**Run 1: I/O nets highlighted**

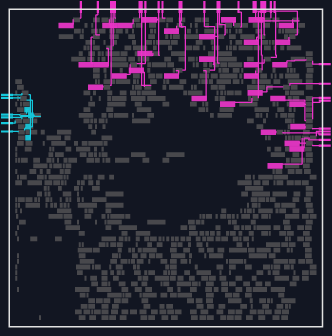
**Run 1: metal layers overlaid**

Bar = 50 um.
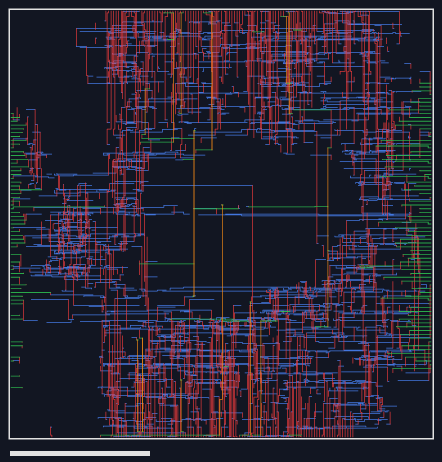
**Run 1: sequential cells colored by netlist name**

Bar = 50 um. Other sequential cells in the stronger gray, the rest of the logic in the fainter gray.
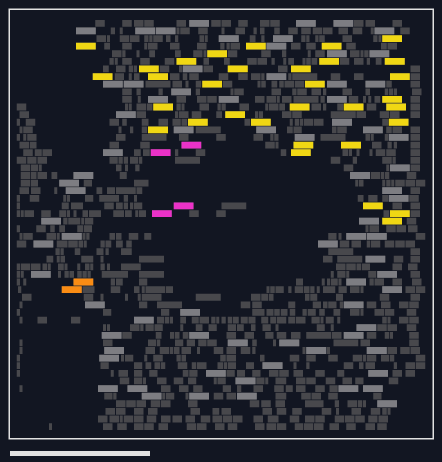
===== src/rtl/exc_sequencer.sv =====
// Commit-stage exception/interrupt sequencer: prioritises MEM exceptions and interrupts, flushes, redirects fetch.
// Define INT_SYNC_EN to pass int_i through a 2-flop synchroniser before masking.
module exc_sequencer #(
  parameter int unsigned FLUSH_CYCLES  = 2,
  parameter logic [31:0] GEN_OFFSET    = 32'h0000_0180,
  parameter logic [31:0] REFILL_OFFSET = 32'h0000_0000
) (
  input  logic        clk,
  input  logic        rst,
  input  logic        mem_valid_i,
  input  logic [31:0] mem_pc_i,
  input  logic        mem_dslot_i,
  input  logic [7:0]  mem_flags_i,
  input  logic        mem_load_i,
  input  logic [31:0] mem_badva_i,
  input  logic [5:0]  int_i,
  input  logic [31:0] status_i,
  input  logic [31:0] cause_i,
  input  logic [31:0] epc_i,
  input  logic [31:0] ebase_i,
  input  logic        mtc0_we_i,
  input  logic [4:0]  mtc0_addr_i,
  input  logic [31:0] mtc0_data_i,
  input  logic        fetch_rdy_i,
  output logic [31:0] exc_type_o,
  output logic        tlbmiss_o,
  output logic        load_o,
  output logic [31:0] exc_addr_o,
  output logic        dslot_o,
  output logic [31:0] badva_o,
  output logic        flush_o,
  output logic        redirect_o,
  output logic [31:0] new_pc_o,
  output logic        busy_o
);

  localparam int unsigned CNT_W = 4;
  localparam logic [CNT_W-1:0] FLUSH_LOAD = CNT_W'(FLUSH_CYCLES - 1);
  localparam logic [4:0] CP0_EPC = 5'd14;

  localparam logic [31:0] EXC_INT  = 32'h0000_0001;
  localparam logic [31:0] EXC_ADEL = 32'h0000_0004;
  localparam logic [31:0] EXC_ADES = 32'h0000_0005;
  localparam logic [31:0] EXC_SYS  = 32'h0000_0008;
  localparam logic [31:0] EXC_BP   = 32'h0000_0009;
  localparam logic [31:0] EXC_RI   = 32'h0000_000a;
  localparam logic [31:0] EXC_OV   = 32'h0000_000c;
  localparam logic [31:0] EXC_ERET = 32'h0000_000e;

  typedef enum logic [1:0] {
    S_IDLE,
    S_COMMIT,
    S_FLUSH,
    S_REDIRECT
  } state_t;

  state_t           state;
  logic [CNT_W-1:0] flush_cnt;
  logic             int_pend;
  logic [5:0]       int_src;
  logic             int_pend_next;

  logic [31:0] win_code;
  logic        win_tlb;
  logic        win_eret;
  logic        win_adel_if;
  logic [31:0] epc_fwd;
  logic [31:0] target;
  logic        trigger;

  // Status/Cause fields outside the interrupt mask and IE/EXL are not consulted here.
  logic unused_status_cause;
  assign unused_status_cause = ^{status_i[31:16], status_i[7:2], cause_i[31:10], cause_i[7:0]};

`ifdef INT_SYNC_EN
  logic [5:0] int_s1;
  logic [5:0] int_s2;

  always_ff @(posedge clk) begin
    if (rst) begin
      int_s1 <= '0;
      int_s2 <= '0;
    end else begin
      int_s1 <= int_i;
      int_s2 <= int_s1;
    end
  end

  assign int_src = int_s2;
`else
  assign int_src = int_i;
`endif

  // Level-sensitive pending interrupt: any unmasked HW or SW line, globally enabled and not in EXL.
  assign int_pend_next = ((|(int_src & status_i[15:10])) | (|(cause_i[9:8] & status_i[9:8])))
                         & status_i[0] & ~status_i[1];

  // Fixed-priority winner selection among the interrupt and MEM-stage flags.
  always_comb begin
    win_code    = '0;
    win_tlb     = 1'b0;
    win_eret    = 1'b0;
    win_adel_if = 1'b0;
    if (int_pend) begin
      win_code = EXC_INT;
    end else if (mem_flags_i[7]) begin
      win_code    = EXC_ADEL;
      win_adel_if = 1'b1;
    end else if (mem_flags_i[6]) begin
      win_tlb = 1'b1;
    end else if (mem_flags_i[5]) begin
      win_code = EXC_RI;
    end else if (mem_flags_i[4]) begin
      win_code = EXC_OV;
    end else if (mem_flags_i[3]) begin
      win_code = EXC_SYS;
    end else if (mem_flags_i[2]) begin
      win_code = EXC_BP;
    end else if (mem_flags_i[0]) begin
      win_code = mem_load_i ? EXC_ADEL : EXC_ADES;
    end else if (mem_flags_i[1]) begin
      win_code = EXC_ERET;
      win_eret = 1'b1;
    end
  end

  // An MTC0 to EPC retiring in WB this cycle must be seen by a simultaneous ERET.
  assign epc_fwd = (mtc0_we_i && (mtc0_addr_i == CP0_EPC)) ? mtc0_data_i : epc_i;

  always_comb begin
    target = ebase_i + GEN_OFFSET;
    if (win_eret) begin
      target = epc_fwd;
    end else if (win_tlb && !status_i[1]) begin
      target = ebase_i + REFILL_OFFSET;
    end
  end

  assign trigger = mem_valid_i & (int_pend | (|mem_flags_i));

  always_ff @(posedge clk) begin
    if (rst) begin
      state      <= S_IDLE;
      flush_cnt  <= '0;
      int_pend   <= 1'b0;
      exc_type_o <= '0;
      tlbmiss_o  <= 1'b0;
      load_o     <= 1'b0;
      exc_addr_o <= '0;
      dslot_o    <= 1'b0;
      badva_o    <= '0;
      flush_o    <= 1'b0;
      redirect_o <= 1'b0;
      new_pc_o   <= '0;
      busy_o     <= 1'b0;
    end else begin
      int_pend   <= int_pend_next;
      exc_type_o <= '0;
      tlbmiss_o  <= 1'b0;
      load_o     <= 1'b0;
      exc_addr_o <= '0;
      dslot_o    <= 1'b0;
      badva_o    <= '0;
      case (state)
        S_IDLE: begin
          if (trigger) begin
            state      <= S_COMMIT;
            flush_cnt  <= FLUSH_LOAD;
            exc_type_o <= win_code;
            tlbmiss_o  <= win_tlb;
            load_o     <= mem_load_i;
            exc_addr_o <= mem_pc_i;
            dslot_o    <= mem_dslot_i;
            badva_o    <= win_adel_if ? mem_pc_i : mem_badva_i;
            new_pc_o   <= target;
            flush_o    <= 1'b1;
            busy_o     <= 1'b1;
          end
        end
        S_COMMIT, S_FLUSH: begin
          // The COMMIT cycle counts as the first flush cycle.
          if (flush_cnt == '0) begin
            state      <= S_REDIRECT;
            flush_o    <= 1'b0;
            redirect_o <= 1'b1;
          end else begin
            state     <= S_FLUSH;
            flush_cnt <= flush_cnt - CNT_W'(1);
          end
        end
        S_REDIRECT: begin
          if (fetch_rdy_i) begin
            state      <= S_IDLE;
            redirect_o <= 1'b0;
            busy_o     <= 1'b0;
            new_pc_o   <= '0;
          end
        end
        default: begin
          state      <= S_IDLE;
          flush_o    <= 1'b0;
          redirect_o <= 1'b0;
          busy_o     <= 1'b0;
        end
      endcase
    end
  end

endmodule


===== config.mk =====
export PLATFORM = sky130hd
export DESIGN_NAME = exc_sequencer
export DESIGN_NICKNAME = d
export VERILOG_FILES = /design/src/rtl/exc_sequencer.sv
export SDC_FILE = /design/constraint.sdc
export NUM_CORES = 1
export LEC_CHECK = 0
export ABC_AREA = 0
export CAP_MARGIN = 20
export CORE_AREA = 2 2 149 151
export DETAILED_ROUTE_END_ITERATION = 7
export DIE_AREA = 0 0 151 153
export SLEW_MARGIN = 40
export SYNTH_ARGS = -nofsm -noshare
export SYNTH_HDL_FRONTEND = slang
export SYNTH_SLANG_ARGS = --single-unit

===== constraint.sdc =====
create_clock -name clk -period 3.25 [get_ports clk]
set_clock_uncertainty 0.1 [all_clocks]
set_input_delay 0.65 -clock clk [delete_from_list [all_inputs] [get_ports clk]]
set_output_delay 0.65 -clock clk [all_outputs]
set_load 0.02 [all_outputs]

==> results.cfg, run 1 <==
; flow metrics
[power]
p_comb_mw = 1.69
leakage_nw = 3.413
power_sequential_mw = 1.70
p_seq_share_pct = 33.4
combPwrFrac_pct = 33.2
p_total_mw = 5.083
p_clk_mw = 1.70
p_sw_share_pct = 32.61
vdd_ir_drop_max_mv = 0.2530
p_sw_mw = 1.657
power.density_nw_per_um2 = 558.2
intPower_mw = 3.426

[final_layout]
inverters = 12
combGateArea_um2 = 2651
comb_share_pct = 29.12
clk_share_pct = 5.894
logic_gate_count = 436
nets = 1160
fillCellCount = 2140
seq_cells = 113
final.clkbuf_count = 17
layout-drive-gt1-share_pct = 7.952
seq_share_pct = 24.84
top_regs = badva_o x32, exc_addr_o x32, new_pc_o x32
fin_area_um2 = 9106
utilization_pct = 42.38
buffers = 325
area_delta_synth_final_pct = 75.20
finalNonFillerCells = 1198
largest_class = buffers
seq_area_um2 = 2262
buf_share_pct = 35.81

[setup_path]
crit_family = simple AND/OR/NAND/NOR gates
r2r_cells = 6
critical_path.startpoint_type = input pin
worst-endpoint-required_ps = 3450
worst_path_max_delay_cell = or4_4
critPathKind = input pin to flip-flop
worstPathArrival_ps = 2900
slowest_delay_ps = 600
path_max_fanout = 33
r2r_end = new_pc_o[28]$_SDFFE_PP0P_
critical_path.endpoint = exc_addr_o[25]$_SDFF_PP0_
cp_num_buf_inv = 2
reg2reg_from = int_pend$_SDFF_PP0_
cp-end-kind = flip-flop

[placement]
dp_hpwl_mm = 14.08
io_buffers = 303
dpl_cell_area_um2 = 8564
post-place-ws_ps = 137.5
placed_cells = 1166
place_congestion = 0.8005

[synth]
ys.flops = 113
yosys_warnings = 0
synth.distinct_cells = 58
async_reset_ff_share_pct = 0
ys_cells = 595
ys_top_logic_family = simple AND/OR/NAND/NOR gates
simple_gate_area_share_pct = 22.32
yosys.stat.seqShare_pct = 43.52
synth-main-ff-cell = dfxtp_1
syn_area_um2 = 5197
edf_count = 0
synthCells = 595
aoi_share_pct = 14.81
ys_chip_area_um2 = 5197
syn_avg_cell_area_um2 = 8.735
mux_area_share_pct = 6.235

[global_routing]
grt_max_degree = 39
grt_pass1_vias = 5047
top_usage_layer = met2
grtUsageMet2_pct = 26.77
grtUsageMet3_pct = 3.194
use_met1_pct = 18.15
grt_pass1_wl_mm = 27.57
antenna_found_initial = 0

[routing]
wl_met2_mm = 8.935
route.met3.wl_mm = 1.159
drtPass1Iterations = 4
ant_nets = 0
drc_errors = 0
top_layer_used = met4
via_per_inst = 4.375
drt-initial-drc-count = 189

[final_timing]
timing.hold.ws_ps = 346.5
slew-limit-headroom_pct = 50.42
min_period_ps = 2703
finalSetupTns_ps = 0
hold_viol = 0
rsz0062_at_grt = no
slew_viol_final = 0
setup_viol = 0
setup_slack_ps = 547.1

[floorplan]
io_pins = 384
tap_cells = 280
die_y_um = 153
core_area_um2 = 21490
dieArea_um2 = 23100
rows = 54
initial_core_util_pct = 24.19

[run]
tool_warnings = 80
cap_violations = 0

[worst_hold_path]
hold_depth = 2
min_path_type = flip-flop to flip-flop

[clocking]
htreeDepth = 4
cts-buffers-inserted = 17
clkSinkCount = 113
clk_pin_slew_ps = 50
clk_latency_ps = 410
post_cts_buffers = 0

[run_status]
outcome = completed
## Picture notes: 'I/O nets highlighted'
legend:
  `badva_o`:
    color: magenta
    bits: 32
    direction: output
    end_cells: 32
    buffers: 32
    wire: 753 um
  `int_i`:
    color: cyan
    bits: 6
    direction: input
    end_cells: 4
    buffers: 6
    wire: 88.4 um

## Picture notes: 'metal layers overlaid'
legend:
  met4:
    color: orange
    wire_length: 586 um
  met3:
    color: green
    wire_length: 1160 um
  met1:
    color: blue
    wire_length: 7700 um
  met2:
    color: red
    wire_length: 8940 um
total vias in the final route: 5241
drt wl/cell: 15.34 um
Total GRT Usage: 15.53%
Total Wirelength: 18.38 mm

## Picture notes: 'sequential cells colored by netlist name'
legend:
  `exc_addr_o`:
    color: yellow
    placed_flops: 32
  `exc_type_o`:
    color: magenta
    placed_flops: 4
    where: center
  `state`:
    color: orange
    placed_flops: 2

[run 1: synthesized netlist by cell type (8+ instances only)]
library cell	number	area [um2]
dfxtp_1	113	2262
xor2_1	11	96.34
nand3_1	11	55.05
a32o_1	9	90.09
nor2_1	18	67.56
a21oi_1	43	215.2
and2_1	35	219.0
o221ai_1	10	87.58
buf_2	10	50.05
inv_1	12	45.04
nor3_1	8	40.04
xnor2_1	12	105.1
o21ai_0	16	80.08
buf_4	28	210.2
clkbuf_1	18	67.56
mux2i_1	29	290.3
nand4_1	9	56.30
nand2_1	117	439.2
[run 1: worst reg2reg max path, cell delays in order (launching register included)]
cell,delay (ps)
dfxtp_1,460
nor4b_2,130
buf_4,200
or4_1,620
nor4_1,350
xnor2_1,160
o221ai_1,120
**Run 1: drive-strength map**

Bar = 50 um.
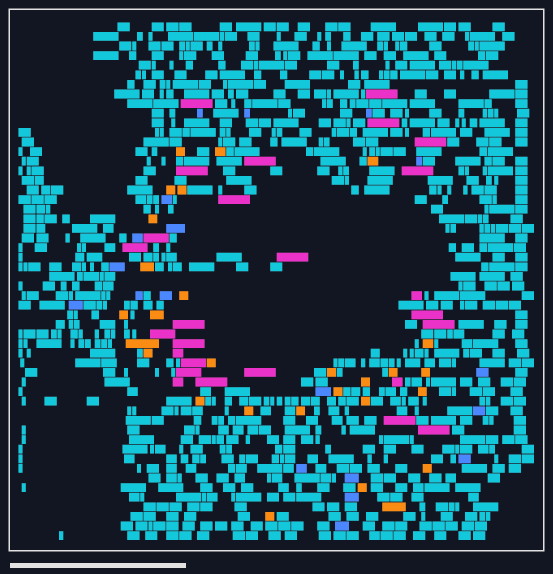

## Run 2: what changed since run 1
- clock period: 3.25 -> 2.4 ns (I/O delays scaled with it)
**Run 2: drive-strength map**

Bar = 50 um.
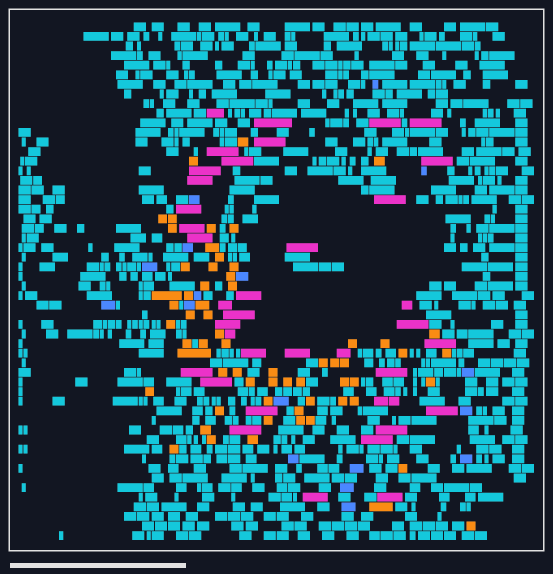
legend:
  drive 6 and up:
    color: magenta
    cells: 38
    share: 4.0%
  drive 3 to 4:
    color: orange
    cells: 63
    share: 6.5%
  drive 1 or less:
    color: cyan
    cells: 844
    share: 88%
  drive 2:
    color: blue
    cells: 17
    share: 1.8%

**Run 2: I/O nets highlighted**

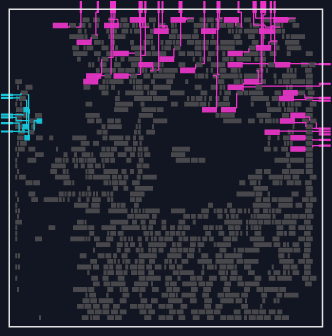
PortBufs: 303
Top Ports: 384

**Run 2: clock wiring as the flow saved it**

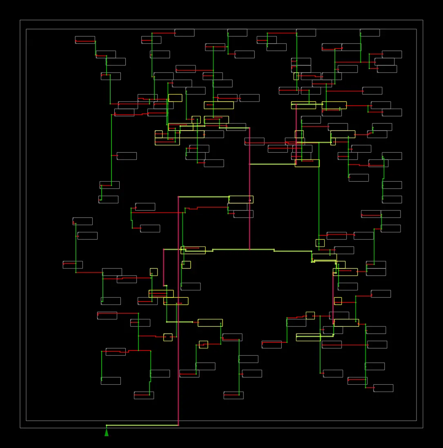
Power Clock: 2.43 mW
clock sinks: 113
clock latency on the worst-skew pair: 410 ps
TritonCTS Buffers: 17

==> results.cfg, run 2 <==
; flow metrics
[run_status]
outcome = completed

[floorplan]
die_y_um = 153
initial_core_util_pct = 24.19
core_area_um2 = 21490
tap_cells = 280
rows = 54

[placement]
place_congestion = 0.8515
dp_hpwl_mm = 14.53
post-place-ws_ps = -476.5
placed_cells = 1204
dpl_cell_area_um2 = 8912

[final_layout]
utilization_pct = 44.77
combGateArea_um2 = 2663
nets = 1204
buf_share_pct = 38.75
layout-drive-gt1-share_pct = 12.27
area_delta_synth_final_pct = 85.07
inverters = 12
final.clkbuf_count = 18
seq_area_um2 = 2262
logic_gate_count = 436
top_regs = badva_o x32, exc_addr_o x32, new_pc_o x32
fin_area_um2 = 9619
fillCellCount = 2124
finalNonFillerCells = 1242
comb_share_pct = 27.68

[synth]
synth_top_cell_by_count = nand2_1
yosys-top-cells-area = dfxtp_1, nand2_1, mux2i_1
yosys_warnings = 0
ys.flops = 113
async_reset_ff_share_pct = 0
yosys.stat.seqShare_pct = 43.52
synthCells = 595
yosys.area.top_type = dfxtp_1
syn_area_um2 = 5197
ys_chip_area_um2 = 5197
synth-main-ff-cell = dfxtp_1
edf_count = 0
synth.distinct_cells = 58

[setup_path]
r2r_end = exc_addr_o[30]$_SDFF_PP0_
critical_path.startpoint_type = input pin
worst_path_max_delay_cell = clkdlybuf4s50_1
reg2reg_from = int_pend$_SDFF_PP0_
slowest_delay_ps = 490
cp_num_buf_inv = 2
r2r_cells = 6
critical_path.endpoint = exc_addr_o[30]$_SDFF_PP0_
path_max_fanout = 33

[final_timing]
timing.hold.ws_ps = 347.7
min_period_ps = 2340
finalSetupTns_ps = 0
setup_viol = 0
setup_slack_ps = 59.59

[power]
combPwrFrac_pct = 34.2
p_comb_mw = 2.47
vdd_ir_drop_max_mv = 0.3127
p_sw_mw = 2.306
p_seq_share_pct = 32.0
p_sw_share_pct = 32.01
intPower_mw = 4.897
power.density_nw_per_um2 = 748.8
p_total_mw = 7.203

[clocking]
htreeDepth = 4
post_cts_buffers = 0
clk_pin_slew_ps = 50

[worst_hold_path]
hold_depth = 2
min_path_type = flip-flop to flip-flop

[routing]
via_per_inst = 4.366
top_layer_used = met5
drt-initial-drc-count = 337
route.met3.wl_mm = 1.277
wirelength_mm = 19.28
drc_errors = 0
wl_met2_mm = 9.344
vias = 5423

[global_routing]
grtUsageTotal_pct = 16.04
top_usage_layer = met2
grtUsageMet2_pct = 26.88
grt_pass1_wl_mm = 28.58
antenna_found_initial = 1
grt_max_degree = 39
grtUsageMet3_pct = 4.090
grt_pass1_vias = 5220
use_met1_pct = 19.10

[run]
tool_warnings = 80
cap_violations = 0
## run 2: netlist changes by cell type in the layout (fill, tap and decap cells not counted), sizes merged
cell,change
bufinv,+1
dlymetal6s2s,+4
inv,-1
buf,+41
clkbuf,+4
clkinvlp,-1
clkdlybuf4s50,-4
## run 2: logic make-up after synthesis
| kind of cell | synth area share [%] |
|---|---|
| XOR/XNOR | 3.876 |
| AND-OR/OR-AND | 14.81 |
| other | 0.07215 |
| AND/OR/NAND/NOR | 22.32 |
| adder cells (fa/ha/maj) | 1.204 |
| multiplexers | 6.235 |
| buffers and inverters | 7.968 |
| flip-flops | 43.52 |
## run 2: worst min-delay path, delay by kind of cell (launching register included)
| family | cells | cell delay (ps) |
|---|---|---|
| AND-OR/OR-AND | 1 | 50 |
| flip-flops | 1 | 310 |
| AND/OR/NAND/NOR | 1 | 50 |
Power figures rest on the tool's default switching activity, not on a simulated workload.
